Run 1, track usage over the die:
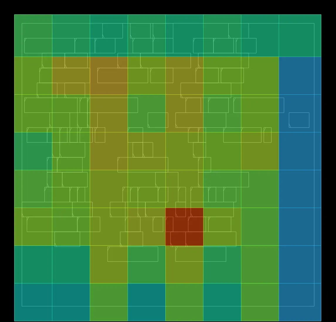
Run 1, gate families picked out:
Drawn at 10 px/µm.
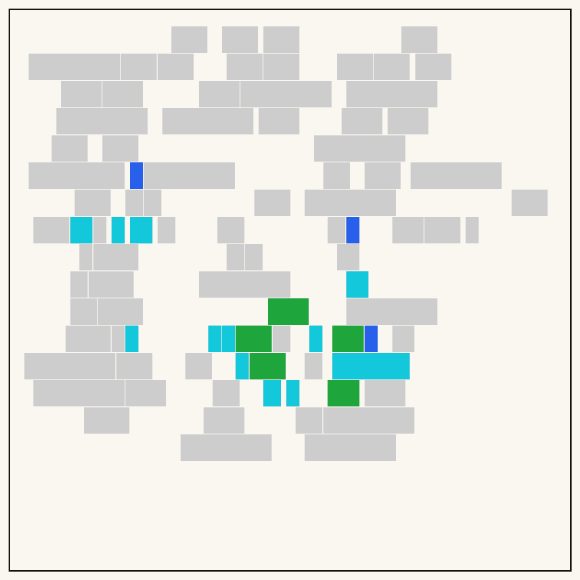
Run 1, wire density map:
Drawn at 6 px/µm. 11 x 11 tiles, from white (low) to dark blue (high), scaled to the fullest tile. Values are wire area over tile area, all layers added.
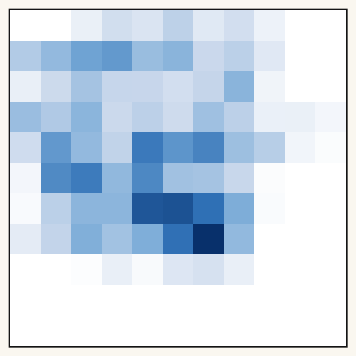
$ cat config.mk
export PLATFORM = sky130hd
export DESIGN_NAME = wl_seq_ctrl
export DESIGN_NICKNAME = d
export VERILOG_FILES = /design/src/rtl/wl_seq_ctrl.sv
export SDC_FILE = /design/constraint.sdc
export NUM_CORES = 1
export LEC_CHECK = 0
export CORE_MARGIN = 1
export CORE_UTILIZATION = 29
export CTS_CLUSTER_SIZE = 8
export DETAILED_ROUTE_END_ITERATION = 10
export MAX_ROUTING_LAYER = met4
export PLACE_DENSITY = 0.56
export SYNTH_ARGS = -nofsm -noshare
export SYNTH_HDL_FRONTEND = slang
export SYNTH_SLANG_ARGS = --single-unit
$ cat constraint.sdc
create_clock -name clk -period 3.5 [get_ports clk]
set_input_delay 0.525 -clock clk [delete_from_list [all_inputs] [get_ports clk]]
set_output_delay 0.525 -clock clk [all_outputs]
set_load 0.1 [all_outputs]
$ cat src/rtl/wl_seq_ctrl.sv
// -----------------------------------------------------------------------------
// wl_seq_ctrl -- word-line sequencer for an SRAM-style array.
//
// Each accepted request runs the phases PRE (bit-line precharge), WLON (word
// line asserted through the 1x16 demux, write drivers enabled on writes) and
// REC (one recovery cycle that also carries the DONE pulse), then returns
// to IDLE. The only state that accepts a request is IDLE.
//
// Optional feature macro: WL_SEQ_BURST_EN
//   defined   -> adds req_len[3:0]; one request runs req_len+1 words at
//                consecutive addresses (5-bit wrap), with DONE only on the
//                last word.
//   undefined -> no req_len port; every request is a single access.
//
// All outputs come straight from flops so the demux and drivers never see
// decode glitches. The asynchronous reset clears IN/PCH/WE at once, which
// aborts an access in flight without a DONE pulse.
// -----------------------------------------------------------------------------
module wl_seq_ctrl #(
    parameter int PRE_CYC = 2,   // precharge length, 1..15
    parameter int WL_CYC  = 3    // word-line length, 1..15
) (
    input  logic       clk,
    input  logic       rst_n,
    input  logic       req_valid,
    output logic       req_ready,
    input  logic [4:0] req_addr,
    input  logic       req_wr,
`ifdef WL_SEQ_BURST_EN
    input  logic [3:0] req_len,
`endif
    output logic       pch,
    output logic       in,
    output logic       adr4,
    output logic [3:0] adr,
    output logic       we,
    output logic       done
);

    typedef enum logic [1:0] {
        ST_IDLE = 2'd0,
        ST_PRE  = 2'd1,
        ST_WLON = 2'd2,
        ST_REC  = 2'd3
    } state_t;

    // Phase counters count down to zero, so load length-1 on phase entry.
    localparam logic [3:0] PRE_LOAD = 4'(PRE_CYC - 1);
    localparam logic [3:0] WL_LOAD  = 4'(WL_CYC - 1);

    state_t     state_r;
    logic [3:0] cnt_r;
    logic [4:0] addr_r;
    logic       wr_r;
    logic       ready_r;
    logic       pch_r;
    logic       in_r;
    logic       we_r;
    logic       done_r;
    logic       last_word_s;

`ifdef WL_SEQ_BURST_EN
    logic [3:0] len_r;   // words still to run after the current one

    // The current word is the last one once the remaining-word count is zero.
    assign last_word_s = (len_r == 4'd0);
`else
    // Without bursts every access is a single word.
    assign last_word_s = 1'b1;
`endif

    assign req_ready = ready_r;
    assign pch       = pch_r;
    assign in        = in_r;
    assign we        = we_r;
    assign done      = done_r;
    assign adr4      = addr_r[4];
    assign adr       = addr_r[3:0];

    // Sequencer FSM: state, phase counter, captured request and registered outputs.
    always_ff @(posedge clk or negedge rst_n) begin
        if (!rst_n) begin
            state_r <= ST_IDLE;
            cnt_r   <= 4'd0;
            addr_r  <= 5'd0;
            wr_r    <= 1'b0;
            ready_r <= 1'b1;
            pch_r   <= 1'b0;
            in_r    <= 1'b0;
            we_r    <= 1'b0;
            done_r  <= 1'b0;
`ifdef WL_SEQ_BURST_EN
            len_r   <= 4'd0;
`endif
        end else begin
            case (state_r)
                ST_IDLE: begin
                    if (req_valid) begin
                        // Handshake: capture the request so later input changes cannot leak through.
                        addr_r  <= req_addr;
                        wr_r    <= req_wr;
`ifdef WL_SEQ_BURST_EN
                        len_r   <= req_len;
`endif
                        ready_r <= 1'b0;
                        pch_r   <= 1'b1;
                        cnt_r   <= PRE_LOAD;
                        state_r <= ST_PRE;
                    end else begin
                        ready_r <= 1'b1;
                    end
                end
                ST_PRE: begin
                    if (cnt_r == 4'd0) begin
                        // Precharge off and word line on in the same edge: never overlapping.
                        pch_r   <= 1'b0;
                        in_r    <= 1'b1;
                        we_r    <= wr_r;
                        cnt_r   <= WL_LOAD;
                        state_r <= ST_WLON;
                    end else begin
                        cnt_r   <= cnt_r - 4'd1;
                    end
                end
                ST_WLON: begin
                    if (cnt_r == 4'd0) begin
                        in_r    <= 1'b0;
                        we_r    <= 1'b0;
                        done_r  <= last_word_s;
                        cnt_r   <= 4'd0;
                        state_r <= ST_REC;
                    end else begin
                        cnt_r   <= cnt_r - 4'd1;
                    end
                end
                ST_REC: begin
                    done_r <= 1'b0;
                    if (last_word_s) begin
                        ready_r <= 1'b1;
                        state_r <= ST_IDLE;
                    end else begin
                        // Next burst word: step the demux address with 5-bit wrap.
                        addr_r  <= addr_r + 5'd1;
`ifdef WL_SEQ_BURST_EN
                        len_r   <= len_r - 4'd1;
`endif
                        pch_r   <= 1'b1;
                        cnt_r   <= PRE_LOAD;
                        state_r <= ST_PRE;
                    end
                end
                default: begin
                    state_r <= ST_IDLE;
                    cnt_r   <= 4'd0;
                    ready_r <= 1'b1;
                    pch_r   <= 1'b0;
                    in_r    <= 1'b0;
                    we_r    <= 1'b0;
                    done_r  <= 1'b0;
                end
            endcase
        end
    end

endmodule
==> notes.md, run 1 <==
run metrics: Chip Area, Yosys=846 µm², CP delay by family, top=buffers and inverters, CTS buffer count=3, Rel. slew slack=0.344, die width=56.0 µm, initial antenna violation count=0, CP Max Fanout=2, Largest Register=addr_r, reg2reg start=state_r[0], Worst EP arrival=1.96 ns, fmax=0.402 GHz, total negative setup slack=0 ns, vias per cell=4.98, Flop area=427 µm², DR top layer=met4, Worst Hold Endpoint=addr_r[1], reg-to-reg slack, setup=1.70 ns, yosys adder share=0.0740, grt total ovfl=0, Required @ worst endpoint=2.97 ns, clk buf depth=2, Yosys reg bits=17, DRT iter0 DRCs=17, largest net degree at the start of global routing=18, clk sinks=17, vias in the first global route=605, # fillers=284, H-tree depth=1, Finish-stage setup viols=0, Cell variety after synth=24, Critical Path Source=req_ready, Log Warnings=30, total nets after synthesis=86, hold slack=0.514 ns, placed wire-length estimate=1200 µm, Die H=56.0 µm, post-CTS setup buffers=0, unrepaired setup endpoints after global routing=no, # diodes=0, most frequent cells in the layout=clkdlybuf4s50_1 (18), dfrtp_1 (16), mux2_2 (8), DR WL met3=57 µm, clk slew on worst S/H paths=0.10 ns, critical path endpoint category=output pin, Dominant Register Cell=dfrtp_1, FP Util=0.307, R2R cell count=5, area grow syn2layout=28.5%, CTS tree=yes, status=finished, final reports clean, Top Usage Layer GRT=met2, Hold Buf Count CTS=0, grt met2 use=0.180, met1 usage=0.140, CP Depth=1, Startpoint Class=flop, # Cells Yosys=72, Synth Seq Share=0.504, critical path class=flop to output pin, Hold Crit Depth=1, most frequent cells after synthesis=dfrtp_1 (16), mux2_2 (8), nor2_1 (7), ha_1 (5), o21ai_0 (5), CTS resizes=0, post-synth top area cell=dfrtp_1, top-count cell post-synth=dfrtp_1, Yosys warnings=0, period utilisation layout=0.711, Clock Skew=0.00405 ns, crit path to=req_ready, ao+oa area frac=0.155, Post-DRT Antenna Nets=0, DR pass1 iterations=4, Root Driver=clkbuf_4, Comb area=404 µm², Reg-to-Reg End=state_r[1], crit-path cells=clkdlybuf4s50_1, number of enable flip-flop cells=0, Top cell area share=0.473, placed cell count=120, share of layout cells above drive strength 1=0.183, simple logic cell fraction of the synthesized area=0.118, metal1 wirelength=779 µm, first-pass GRT wire length=2740 µm, fin. max-slew vios=0, Main logic family=AND-OR/OR-AND gates, Rows=19, synthesized area per cell=11.7 µm², core area=2760 µm², Synth Instances=72, max reg flops=5, final hold violation count=0
-- 'track usage over the die' (at the start) --
WL/cell: 13.2 µm
Finished Core Util: 0.394
GRT Overall Usage: 0.118

-- 'gate families picked out' (at the start) --
[cyan] nor cells | cells: 12 | most used: nor2_1
[blue] nand cells | cells: 3 | most used: nand2_1
[green] non-inverting ao/oa cells | cells: 5 | most used: o31a_1 | where: center
post-route non-filler standard cell count: 124
combinational share of cell area: 0.372
most frequent logic cell in the layout: clkdlybuf4s50_1

-- 'wire density map' (at the start) --
tiles over half the peak: 12%
fullest tile: 0.38
mean over tiles: 0.081
densest ninth of the die: center
nearly empty tiles: 36%
emptiest ninth of the die: south-east
final wirelength: 1640 µm
DR vias: 618

[run 1: through the flow]
stage | instance area, µm² | utilization | setup WS (ns)
detailed placement | 1060 | 0.385 | 1.34
CTS | 1090 | 0.394 | 0.991
global placement | 1060 | 0.385 | 1.34
finish | 1090 | 0.394 | 1.01
floorplan | 846 | - | 1.88
global route | 1090 | 0.394 | 0.958
[run 1: area by class of cell]
class                           instances  share of cell area
Sequential cell                        17               0.392
Multi-Input combinational cell         51               0.372
Timing Repair Buffer                   18               0.166
Tap cell                               31              0.0357
Clock buffer                            4              0.0242
Inverter                                3              0.0104
==> run 2, diff against run 1 <==
clock period = 2.6 ns   (was 3.5 ns; I/O delays follow)
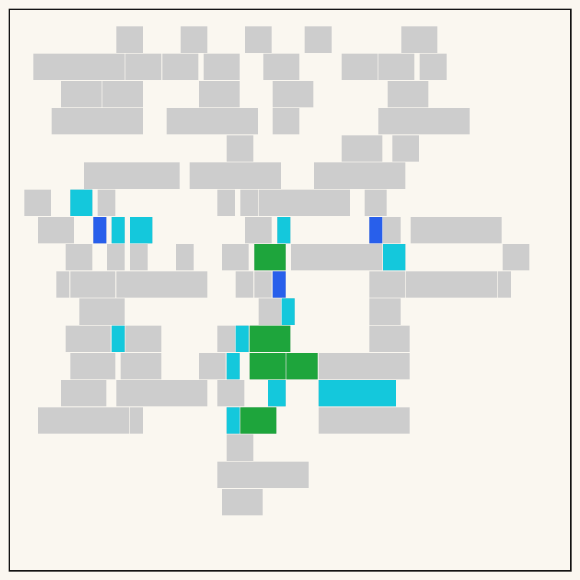
Run 2: gate families picked out
Drawn at 10 px/µm.
[green] non-inverting ao/oa cells | cells: 5 | most used: o31a_1
[blue] nand cells | cells: 3 | most used: nand2_1
[cyan] nor cells | cells: 12 | most used: nor2_1
combinational share of cell area: 0.380
most frequent logic cell in the layout: dfrtp_1

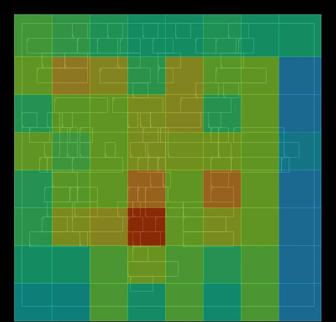
Run 2: track usage over the die
met1 usage: 0.140
Finished Core Util: 0.386

==> run 2 against run 1 <==
Die size did not move. Final cell count is the same. Non-clock buffer count unchanged. Critical endpoint is now state_r[1]. Largest cell class unchanged.
==> notes.md, run 2 <==
run metrics: status=finished, final reports clean, post-CTS setup buffers=0 (unchanged), placed wire-length estimate=1210 µm (+0.50%), Required @ worst endpoint=2.79 ns (-0.18 ns), Post-DRT Antenna Nets=0 (unchanged), tap cells=31 (unchanged), die width=56.0 µm (unchanged), vias in the first global route=629 (+4.0%), crit-path cells=inv_1 -> ha_1 -> nor2b_1 -> o21bai_1 -> mux2_2, Largest Register=addr_r, Root Driver=clkbuf_4, Hold Crit Depth=2 (+1), Yosys warnings=0 (unchanged), bufs w/o clock=18 (unchanged), DR pass1 iterations=4 (unchanged), fin. max-slew vios=0 (unchanged), CP Max Fanout=7 (+5), Worst Hold Endpoint=req_ready, initial antenna violation count=0 (unchanged), reg2reg start=state_r[0], fmax=0.551 GHz, synthesized area per cell=11.7 µm² (unchanged), unrepaired setup endpoints after global routing=no, R2R cell count=5 (unchanged), clock network contribution to total cell area=0.0259 (+0.00172), area grow syn2layout=25.7%, Dominant Register Cell=dfrtp_1, metal1 wirelength=762 µm (-2.2%), Clock Buffer Count=3 (-1), Die H=56.0 µm (unchanged), Flop Count=17 (unchanged), Reg-to-Reg End=state_r[1], Area-dominant class=flip-flops and latches, Worst EP arrival=2.01 ns (+0.05 ns), CP Depth=5 (+4), most frequent cells after synthesis=dfrtp_1 (16), mux2_2 (8), nor2_1 (7), ha_1 (5), o21ai_0 (5), Non-clock buffering overhead=0.146 (-0.0198), Critical Path Source=state_r[0], sequential cell area share=0.401 (+0.00877), Finish-stage setup viols=0 (unchanged), share of layout cells above drive strength 1=0.301 (+0.118), Rel. slew slack=0.487 (+0.143), clk buf depth=2 (unchanged), #MultiIn Comb=51 (unchanged), Yosys reg bits=17 (unchanged), final wirelength=1630 µm (-0.85%), # fillers=283 (-0.35%), Rows=19 (unchanged), CTS resizes=0 (unchanged), critical path class=flop to flop, # diodes=0 (unchanged), CTS buffer count=3 (unchanged), CP delay by family, top=flip-flops, reg-to-reg slack, setup=0.78 ns (-0.92 ns), Hold Buf Count CTS=0 (unchanged), core area=2760 µm² (unchanged), clk slew on worst S/H paths=0.11 ns (about the same), Startpoint Class=flop, DR top layer=met4, DR vias=629 (+1.8%), DRT iter0 DRCs=3 (-14), Synth Seq Share=0.504 (unchanged), H-tree depth=1 (unchanged), most frequent cells in the layout=dfrtp_1 (16), buf_4 (10), mux2_2 (8), clkdlybuf4s50_1 (8), nor2_1 (7), Synth Instances=72 (unchanged), largest net degree at the start of global routing=18 (unchanged), WL/cell=13.1 µm (-0.85%)
[run 2: cell counts after synthesis]
No cell type changed its count.
[run 2: stage by stage]
stage	util	setup slack, ns	cell area [µm²]	std cells	hold slack, ns
global placement	0.376	0.701	1040	120	0.491
global route	0.386	0.659	1060	124	0.532
floorplan	-	0.980	846	72	0.0944
detailed placement	0.376	0.665	1040	120	0.499
finish	0.386	0.784	1060	124	0.516
CTS	0.386	0.788	1060	124	0.521
[run 2: cell families (layout without fill, tap and decap cells)]
logic type / after synthesis / count (layout) / share of synthesized area
AND-OR/OR-AND: 19 / 19 / 0.155
adder cells (fa/ha/maj): 5 / 5 / 0.0740
buffers and inverters: 4 / 25 / 0.0177
flip-flops: 17 / 17 / 0.504
multiplexers: 10 / 10 / 0.130
AND/OR/NAND/NOR: 17 / 17 / 0.118
